run_1/power_grid.png
Scale bar: 50 um. Pins as bars on the die edge. Tap cells in gray.
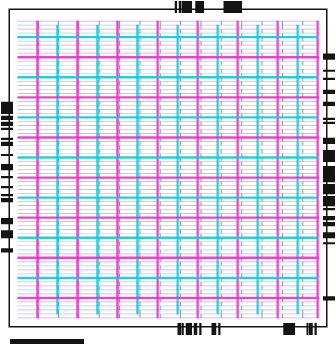
run_1/placement_by_type.png
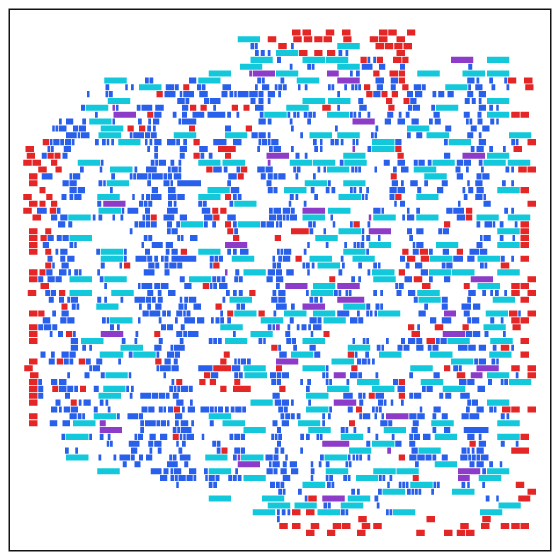
run_1/clk_routes.png
Scale bar: 50 um.
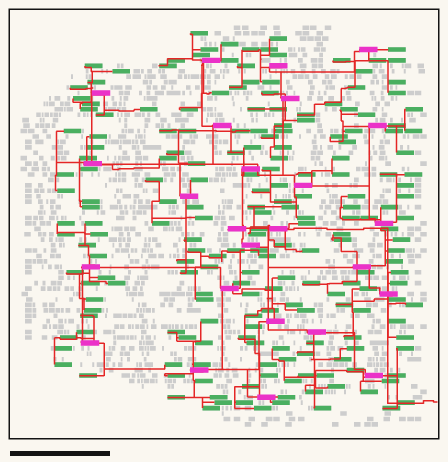
run_1/wires.png
Scale bar: 50 um. Only two layers are drawn.
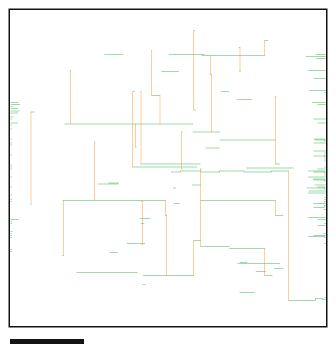
--- config.mk ---
export PLATFORM = sky130hd
export DESIGN_NAME = shift_signed_divider_flat
export DESIGN_NICKNAME = d
export VERILOG_FILES = /design/src/rtl/shift_signed_divider_pkg.sv /design/src/rtl/shift_signed_divider_if.sv /design/src/rtl/shift_signed_divider_step.sv /design/src/rtl/shift_signed_divider.sv /design/src/flat_wrapper.sv
export SDC_FILE = /design/constraint.sdc
export NUM_CORES = 1
export LEC_CHECK = 0
export CORE_MARGIN = 5
export CORE_UTILIZATION = 30
export DETAILED_ROUTE_END_ITERATION = 12
export MAX_ROUTING_LAYER = met4
export PLACE_DENSITY_LB_ADDON = 0.08
export SLEW_MARGIN = 20
export SYNTH_ARGS = -nofsm -noshare
export SYNTH_HDL_FRONTEND = slang
export SYNTH_SLANG_ARGS = --single-unit
export TNS_END_PERCENT = 10
--- constraint.sdc ---
create_clock -name clk -period 3.7 [get_ports clk]
set_clock_uncertainty 0.2 [all_clocks]
set_input_delay 0.555 -clock clk [delete_from_list [all_inputs] [get_ports clk]]
set_output_delay 0.555 -clock clk [all_outputs]
set_load 0.01 [all_outputs]
--- src/rtl/shift_signed_divider_pkg.sv ---
// ----------------------------------------------------------------------------
// div_pkg
// Shared definitions for the shift-subtract signed divider.
//   - state encodings (raw localparams plus the enum built on them)
//   - default operand width
//   - helper that sizes the iteration counter for a given operand width
// ----------------------------------------------------------------------------
package div_pkg;

  localparam logic [1:0] ST_IDLE = 2'd0;
  localparam logic [1:0] ST_CALC = 2'd1;
  localparam logic [1:0] ST_FIX  = 2'd2;

  typedef enum logic [1:0] {
    IDLE = ST_IDLE,
    CALC = ST_CALC,
    FIX  = ST_FIX
  } state_t;

  localparam int DEFAULT_WIDTH = 32;

  // Counter must be able to hold the value WIDTH.
  function automatic int cnt_width(input int width);
    return $clog2(width + 1);
  endfunction

endpackage

--- src/rtl/shift_signed_divider_if.sv ---
// ----------------------------------------------------------------------------
// shift_signed_divider_if
// Groups the start/busy/done handshake, operands and results of the divider.
//   master : issues requests (start, dividend, divisor), observes results
//   slave  : the divider itself
// Ports:
//   start        request, sampled only while the divider is idle
//   dividend     signed numerator
//   divisor      signed denominator
//   busy         operation in progress
//   done         one-cycle completion pulse
//   quotient     signed quotient, held until the next completion
//   remainder    signed remainder, held until the next completion
//   div_by_zero  last completed operation had a zero divisor
//   overflow     last completed operation was MIN / -1
// ----------------------------------------------------------------------------
interface shift_signed_divider_if #(
  parameter int WIDTH = 32
);
  logic             start;
  logic [WIDTH-1:0] dividend;
  logic [WIDTH-1:0] divisor;
  logic             busy;
  logic             done;
  logic [WIDTH-1:0] quotient;
  logic [WIDTH-1:0] remainder;
  logic             div_by_zero;
  logic             overflow;

  modport master (
    output start, dividend, divisor,
    input  busy, done, quotient, remainder, div_by_zero, overflow
  );

  modport slave (
    input  start, dividend, divisor,
    output busy, done, quotient, remainder, div_by_zero, overflow
  );
endinterface

--- src/rtl/shift_signed_divider_step.sv ---
// ----------------------------------------------------------------------------
// restoring_div_step
// One combinational iteration of an unsigned restoring divider.
// Ports:
//   rem_i           current partial remainder (always < divisor_i)
//   dividend_bit_i  next dividend magnitude bit, shifted into the remainder
//   divisor_i       divisor magnitude
//   rem_o           partial remainder after the trial subtraction
//   quo_bit_o       quotient bit produced by this iteration
// ----------------------------------------------------------------------------
module restoring_div_step #(
  parameter int WIDTH = 32
) (
  input  logic [WIDTH-1:0] rem_i,
  input  logic             dividend_bit_i,
  input  logic [WIDTH-1:0] divisor_i,
  output logic [WIDTH-1:0] rem_o,
  output logic             quo_bit_o
);

  logic [WIDTH:0] shifted;
  logic [WIDTH:0] diff;

  // Because rem_i < divisor_i <= 2^(WIDTH-1), the shifted value stays below
  // 2^WIDTH, so the top bit of the (WIDTH+1)-bit difference is a clean borrow.
  assign shifted   = {rem_i, dividend_bit_i};
  assign diff      = shifted - {1'b0, divisor_i};
  assign quo_bit_o = ~diff[WIDTH];
  assign rem_o     = quo_bit_o ? diff[WIDTH-1:0] : shifted[WIDTH-1:0];

endmodule

--- src/rtl/shift_signed_divider.sv ---
// ----------------------------------------------------------------------------
// shift_signed_divider
// Sequential restoring signed divider, one quotient bit per clock.
// Latency from the accepting edge to the done pulse is WIDTH+1 edges.
// Ports:
//   clk    rising-edge clock
//   reset  asynchronous, active-low reset
//   bus    shift_signed_divider_if slave (handshake, operands, results, flags)
// ----------------------------------------------------------------------------
module shift_signed_divider
  import div_pkg::*;
#(
  parameter int WIDTH = DEFAULT_WIDTH
) (
  input  logic                  clk,
  input  logic                  reset,
  shift_signed_divider_if.slave bus
);

  localparam int                CNT_W     = cnt_width(WIDTH);
  localparam logic [CNT_W-1:0]  LAST_ITER = CNT_W'(WIDTH - 1);
  localparam logic [WIDTH-1:0]  MIN_VAL   = {1'b1, {(WIDTH-1){1'b0}}};
  localparam logic [WIDTH-1:0]  ALL_ONES  = {WIDTH{1'b1}};

  state_t           state_q, state_d;
  logic [CNT_W-1:0] cnt_q, cnt_d;
  logic [WIDTH-1:0] rem_q, rem_d;
  logic [WIDTH-1:0] quo_q, quo_d;
  logic [WIDTH-1:0] dvs_q, dvs_d;
  logic [WIDTH-1:0] dividend_q, dividend_d;
  logic             q_neg_q, q_neg_d;
  logic             r_neg_q, r_neg_d;
  logic             dz_pend_q, dz_pend_d;
  logic             ov_pend_q, ov_pend_d;
  logic [WIDTH-1:0] quotient_q, quotient_d;
  logic [WIDTH-1:0] remainder_q, remainder_d;
  logic             div_by_zero_q, div_by_zero_d;
  logic             overflow_q, overflow_d;
  logic             done_q, done_d;

  logic [WIDTH-1:0] dividend_mag;
  logic [WIDTH-1:0] divisor_mag;
  logic [WIDTH-1:0] step_rem;
  logic             step_bit;

  // Magnitudes as unsigned values; negating MIN wraps to 2^(WIDTH-1), which
  // is exactly the magnitude we want.
  assign dividend_mag = bus.dividend[WIDTH-1] ? -bus.dividend : bus.dividend;
  assign divisor_mag  = bus.divisor[WIDTH-1]  ? -bus.divisor  : bus.divisor;

  // quo_q doubles as the dividend shift register: its MSB is the next
  // dividend bit, and quotient bits enter at the LSB.
  restoring_div_step #(.WIDTH(WIDTH)) u_step (
    .rem_i          (rem_q),
    .dividend_bit_i (quo_q[WIDTH-1]),
    .divisor_i      (dvs_q),
    .rem_o          (step_rem),
    .quo_bit_o      (step_bit)
  );

  // Next-state and datapath logic for IDLE -> CALC (WIDTH edges) -> FIX.
  always_comb begin
    state_d       = state_q;
    cnt_d         = cnt_q;
    rem_d         = rem_q;
    quo_d         = quo_q;
    dvs_d         = dvs_q;
    dividend_d    = dividend_q;
    q_neg_d       = q_neg_q;
    r_neg_d       = r_neg_q;
    dz_pend_d     = dz_pend_q;
    ov_pend_d     = ov_pend_q;
    quotient_d    = quotient_q;
    remainder_d   = remainder_q;
    div_by_zero_d = div_by_zero_q;
    overflow_d    = overflow_q;
    done_d        = 1'b0;

    case (state_q)
      IDLE: begin
        if (bus.start) begin
          q_neg_d    = bus.dividend[WIDTH-1] ^ bus.divisor[WIDTH-1];
          r_neg_d    = bus.dividend[WIDTH-1];
          quo_d      = dividend_mag;
          dvs_d      = divisor_mag;
          rem_d      = '0;
          cnt_d      = '0;
          dividend_d = bus.dividend;
          dz_pend_d  = (bus.divisor == '0);
          ov_pend_d  = (bus.dividend == MIN_VAL) && (bus.divisor == ALL_ONES);
          state_d    = CALC;
        end
      end

      CALC: begin
        rem_d = step_rem;
        quo_d = {quo_q[WIDTH-2:0], step_bit};
        cnt_d = cnt_q + 1'b1;
        if (cnt_q == LAST_ITER) begin
          state_d = FIX;
        end
      end

      FIX: begin
        // A zero divisor still runs the full iteration count; its datapath
        // result is simply discarded here.
        if (dz_pend_q) begin
          quotient_d  = ALL_ONES;
          remainder_d = dividend_q;
        end else begin
          quotient_d  = q_neg_q ? -quo_q : quo_q;
          remainder_d = r_neg_q ? -rem_q : rem_q;
        end
        div_by_zero_d = dz_pend_q;
        overflow_d    = ov_pend_q;
        done_d        = 1'b1;
        state_d       = IDLE;
      end

      default: begin
        state_d = IDLE;
      end
    endcase
  end

  // State, datapath and result registers.
  always_ff @(posedge clk or negedge reset) begin
    if (!reset) begin
      state_q       <= IDLE;
      cnt_q         <= '0;
      rem_q         <= '0;
      quo_q         <= '0;
      dvs_q         <= '0;
      dividend_q    <= '0;
      q_neg_q       <= 1'b0;
      r_neg_q       <= 1'b0;
      dz_pend_q     <= 1'b0;
      ov_pend_q     <= 1'b0;
      quotient_q    <= '0;
      remainder_q   <= '0;
      div_by_zero_q <= 1'b0;
      overflow_q    <= 1'b0;
      done_q        <= 1'b0;
    end else begin
      state_q       <= state_d;
      cnt_q         <= cnt_d;
      rem_q         <= rem_d;
      quo_q         <= quo_d;
      dvs_q         <= dvs_d;
      dividend_q    <= dividend_d;
      q_neg_q       <= q_neg_d;
      r_neg_q       <= r_neg_d;
      dz_pend_q     <= dz_pend_d;
      ov_pend_q     <= ov_pend_d;
      quotient_q    <= quotient_d;
      remainder_q   <= remainder_d;
      div_by_zero_q <= div_by_zero_d;
      overflow_q    <= overflow_d;
      done_q        <= done_d;
    end
  end

  assign bus.busy        = (state_q != IDLE);
  assign bus.done        = done_q;
  assign bus.quotient    = quotient_q;
  assign bus.remainder   = remainder_q;
  assign bus.div_by_zero = div_by_zero_q;
  assign bus.overflow    = overflow_q;

endmodule

--- src/flat_wrapper.sv ---
// flat-port wrapper written by rule: the top's interface ports become plain ports
module shift_signed_divider_flat import div_pkg::*;
#(
  parameter int WIDTH = DEFAULT_WIDTH
)
  (clk, reset, bus_start, bus_dividend, bus_divisor, bus_busy, bus_done, bus_quotient, bus_remainder, bus_div_by_zero, bus_overflow);
  shift_signed_divider_if #(.WIDTH(WIDTH)) bus_i ();
  input  logic clk;
  input  logic reset;
  input wire logic [$bits(bus_i.start)-1:0] bus_start;
  input wire logic [$bits(bus_i.dividend)-1:0] bus_dividend;
  input wire logic [$bits(bus_i.divisor)-1:0] bus_divisor;
  output wire logic [$bits(bus_i.busy)-1:0] bus_busy;
  output wire logic [$bits(bus_i.done)-1:0] bus_done;
  output wire logic [$bits(bus_i.quotient)-1:0] bus_quotient;
  output wire logic [$bits(bus_i.remainder)-1:0] bus_remainder;
  output wire logic [$bits(bus_i.div_by_zero)-1:0] bus_div_by_zero;
  output wire logic [$bits(bus_i.overflow)-1:0] bus_overflow;
  assign bus_i.start = bus_start;
  assign bus_i.dividend = bus_dividend;
  assign bus_i.divisor = bus_divisor;
  assign bus_busy = bus_i.busy;
  assign bus_done = bus_i.done;
  assign bus_quotient = bus_i.quotient;
  assign bus_remainder = bus_i.remainder;
  assign bus_div_by_zero = bus_i.div_by_zero;
  assign bus_overflow = bus_i.overflow;
  shift_signed_divider #(.WIDTH(WIDTH)) u_core (.clk(clk), .reset(reset), .bus(bus_i));
endmodule
==> impl_metrics.tcl, run 1 <==
# collected from the flow reports
set metrics [dict create \
    status "finished, final reports clean" \
    ys_sh_adder_pct 3.96 \
    synth_stat.cells 1489 \
    place_inst 2188 \
    yosysWarnings 0 \
    layout_min_cycle_time_ns 3.52 \
    switching_share_pct 41.2 \
    maxSlewHeadroom_pct 38.8 \
    fp_nets 1595 \
    hp-class "register to register" \
    comb-cell-share_pct 43.2 \
    buffer_area_share_pct 14.5 \
    die_area_um2 45900 \
    hold_depth 2 \
    ioPinCount 135 \
    fin_cells 2236 \
    clk_share_pct 4.96 \
    hold-path-endpoint "u_core.bus.remainder[31]$_DFFE_PN0P_" \
    tightest_slew_ns 0.917 \
    ctsHoldBuffers 1 \
    rrSetupSlack_ns 0.18 \
    synthTopCellsByCount "nand2_1, dfrtp_1, o21ai_0" \
    syn-instance-count 1489 \
    crit_required_ns 3.88 \
    ys_types 53 \
    die_h_um 214 \
    final_nets 1795 \
    clockRootBuffer "clkbuf_16" \
    critPathLaunch "u_core.quo_q[31]$_DFFE_PN0P_" \
    dp_hpwl_um 28000 \
    path_buffers 5 \
    ys_chip_area_um2 12500 \
    fp-row-count 74 \
    irDropWorstVdd_uv 362 \
    synth_area_um2 12500 \
    route.met3.wl_um 1230 \
    comb_cells 1150 \
    setup_tns_ns 0 \
]
-- power_grid.png (at the start) --
Key: VDD = cyan; VSS = magenta
532 tap cells. 75 met1 rails follow the rows.

-- placement_by_type.png (at the start) --
Key: sequential cells = cyan [cells 206, share of their area 33%]; remaining buffers and delay cells = red [cells 256, share of their area 15%]; clock drivers and dummy loads = purple [cells 42, share of their area 5.2%]; combinational and other logic = blue [cells 1200, share of their area 46%]

-- clk_routes.png (at the start) --
Key: flip-flops = green [count 206]; clock drivers = magenta [count 25]; clock wires = red [length 3410 um]
There are 26 routed clock nets.
clk pwr: 2.45 mW
power share of the clock group: 19.5%
clk_lat worst skew: 0.52 ns

-- wires.png (at the start) --
Key: metal 4 = orange [wire length 815 um]; metal 3 = green [wire length 1230 um]
WL/cell: 16.8 um
final wirelength: 37500 um
via count: 11051
all-layer global routing usage: 16.2%

run_1/clocks.png
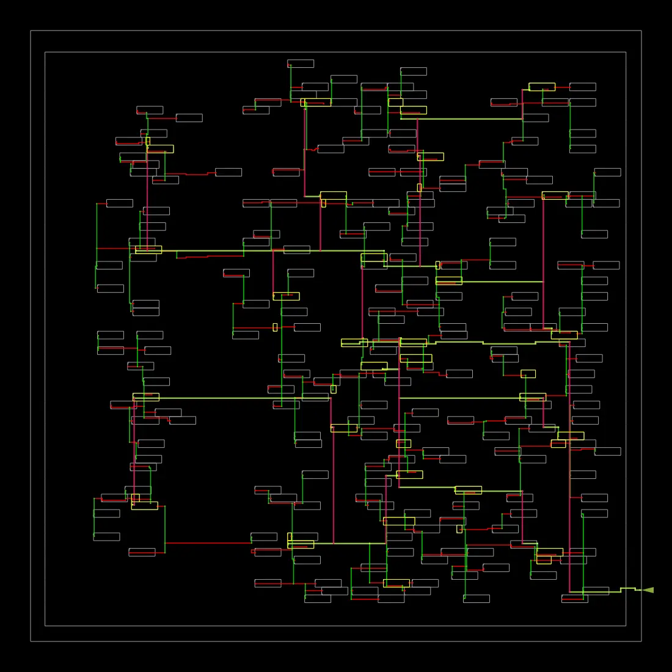

## Run 2: what changed since run 1
--- a/config.mk
+++ b/config.mk
@@ -8,7 +8,7 @@
 export CORE_MARGIN = 5
 export CORE_UTILIZATION = 30
 export DETAILED_ROUTE_END_ITERATION = 12
-export MAX_ROUTING_LAYER = met4
+export GPL_ROUTABILITY_DRIVEN = 0
 export PLACE_DENSITY_LB_ADDON = 0.08
 export SLEW_MARGIN = 20
 export SYNTH_ARGS = -nofsm -noshare
run_2/clocks.png
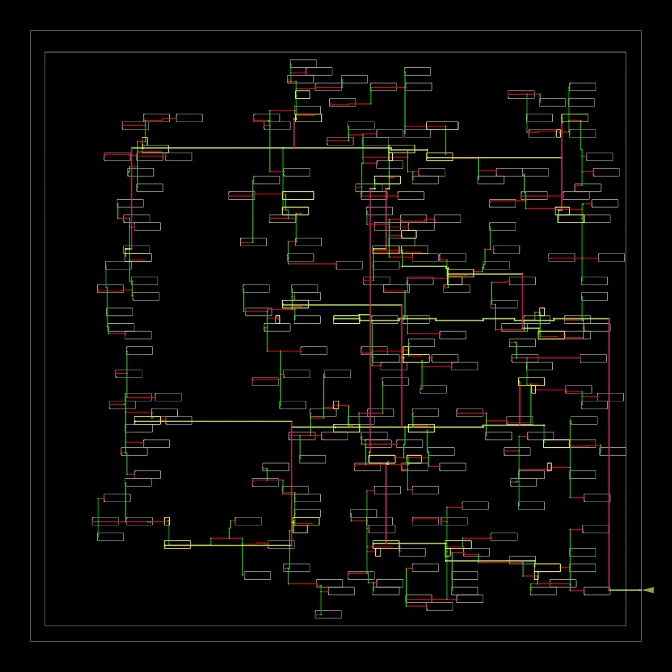
clk pwr: 2.59 mW
clk_lat worst skew: 0.54 ns
clock buffer count: 39
CTS Sinks: 206

==> run 2 against run 1 <==
Routed wire length fell by 1.6%; fmax grew 0.76%; sequential cell count did not move; worst setup slack better by 0.027 ns; utilization is 0.17 points higher; sequential power is essentially flat; via count decreased by 0.85%; synthesized area unchanged; critical path type unchanged.
==> impl_metrics.tcl, run 2 <==
# collected from the flow reports
set metrics [dict create \
    setup_tns_ns 0 \
    place_inst 2186 \
    layout_min_cycle_time_ns 3.49 \
    crit_required_ns 3.92 \
    hold-path-endpoint "u_core.dividend_q[18]$_DFFE_PN0P_" \
    ys_sh_adder_pct 3.96 \
    synth_area_um2 12500 \
    tightest_slew_ns 0.938 \
    wirelength_um 36900 \
    ys_types 53 \
    synthTopCellsByCount "nand2_1, dfrtp_1, o21ai_0" \
    buffer_area_share_pct 14.3 \
    final_nets 1792 \
    path_buffers 5 \
    comb_cells 1150 \
    die_h_um 214 \
    hp-class "register to register" \
    syn-instance-count 1489 \
    clockRootBuffer "clkbuf_16" \
    status "finished, final reports clean" \
    critPathLaunch "u_core.quo_q[31]$_DFFE_PN0P_" \
    clk_share_pct 5.42 \
    irDropWorstVdd_uv 347 \
    switching_share_pct 40.6 \
    fp_nets 1595 \
    fin_cells 2238 \
    hold_depth 2 \
    ioPinCount 135 \
    ys_chip_area_um2 12500 \
    comb-cell-share_pct 43.1 \
]
run_2/wires.png
Scale bar: 50 um. Only two layers are drawn.
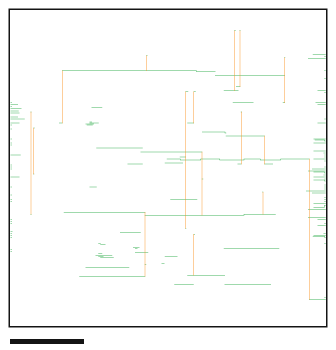
Key: metal 3 = green [wire length 1200 um]; metal 4 = orange [wire length 648 um]
via count: 10957
WL/cell: 16.5 um

run_2/clk_routes.png
Scale bar: 50 um.
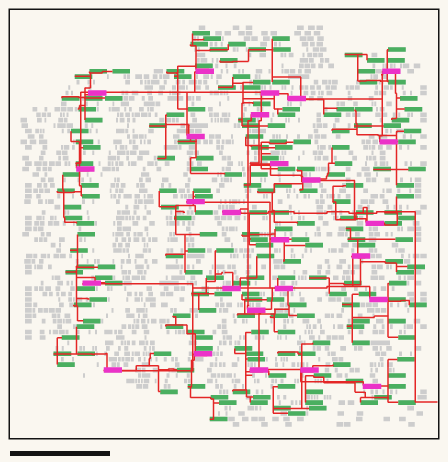

## Run 3: what changed since run 2
==> constraint.sdc (replaced) <==
create_clock -name clk -period 2.98 [get_ports clk]
set_clock_uncertainty 0.2 [all_clocks]
set_input_delay 0.447 -clock clk [delete_from_list [all_inputs] [get_ports clk]]
set_output_delay 0.447 -clock clk [all_outputs]
set_load 0.01 [all_outputs]
run_3/clk_routes.png
Scale bar: 50 um.
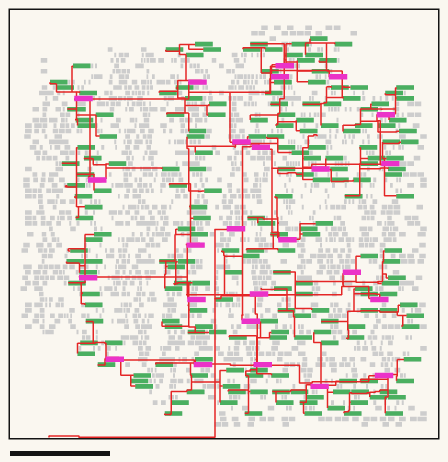
Key: clock drivers = magenta [count 25]; clock wires = red [length 3240 um]; flip-flops = green [count 206]
There are 26 routed clock nets.

run_3/clocks.png
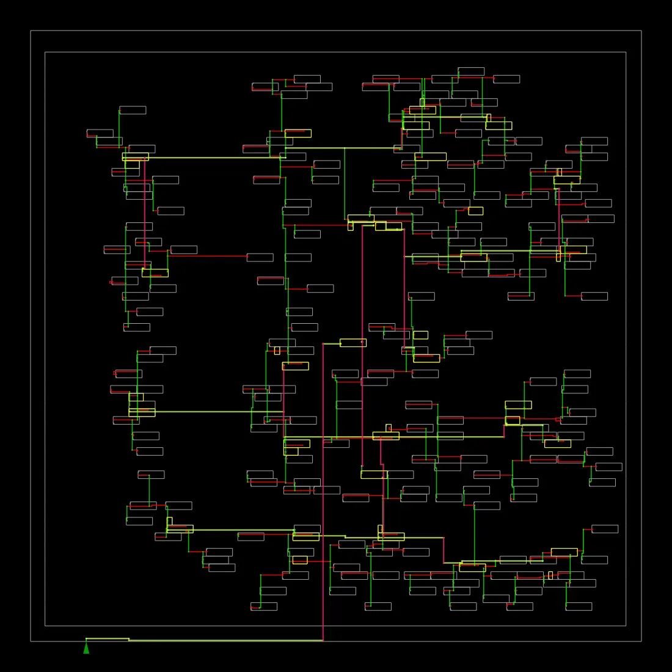
CTS Buf Count: 25
Seq Cell Count: 206
clk_lat worst skew: 0.53 ns
clock buffer count: 38
clk pwr: 3.00 mW

==> run 3 against run 2 <==
The flow now finishes with violations (setup timing); worst hold slack worse by 0.13 ns; die area unchanged; final cell count up 4.1%; register-to-register slack worse by 0.65 ns.
==> impl_metrics.tcl, run 3 <==
# collected from the flow reports
set metrics [dict create \
    synthTopCellsByCount "nand2_1, dfrtp_1, o21ai_0" \
    synth_area_um2 12500 \
    hp-class "primary input to register" \
    yosysWarnings 0 \
    wirelength_um 41600 \
    fin_cells 2329 \
    comb_cells 1150 \
    place_inst 2278 \
    clock-sinks 206 \
    violations "setup timing" \
    tightest_slew_ns 0.692 \
    syn-instance-count 1489 \
    status "complete, but fails checks" \
    routedWlPerCell_um 17.9 \
    critPathLaunch "u_core.quo_q[16]$_DFFE_PN0P_" \
    setup_ws_ns -0.436 \
    comb-cell-share_pct 42.2 \
    finalSetupViolCount 44 \
    ctsHoldBuffers 1 \
    switching_share_pct 41.4 \
    maxSlewHeadroom_pct 53.8 \
    clk_share_pct 4.64 \
    ioPinCount 135 \
    rrSetupSlack_ns -0.44 \
    num_vias 11646 \
]
Power is estimated from default activity; no workload was simulated.
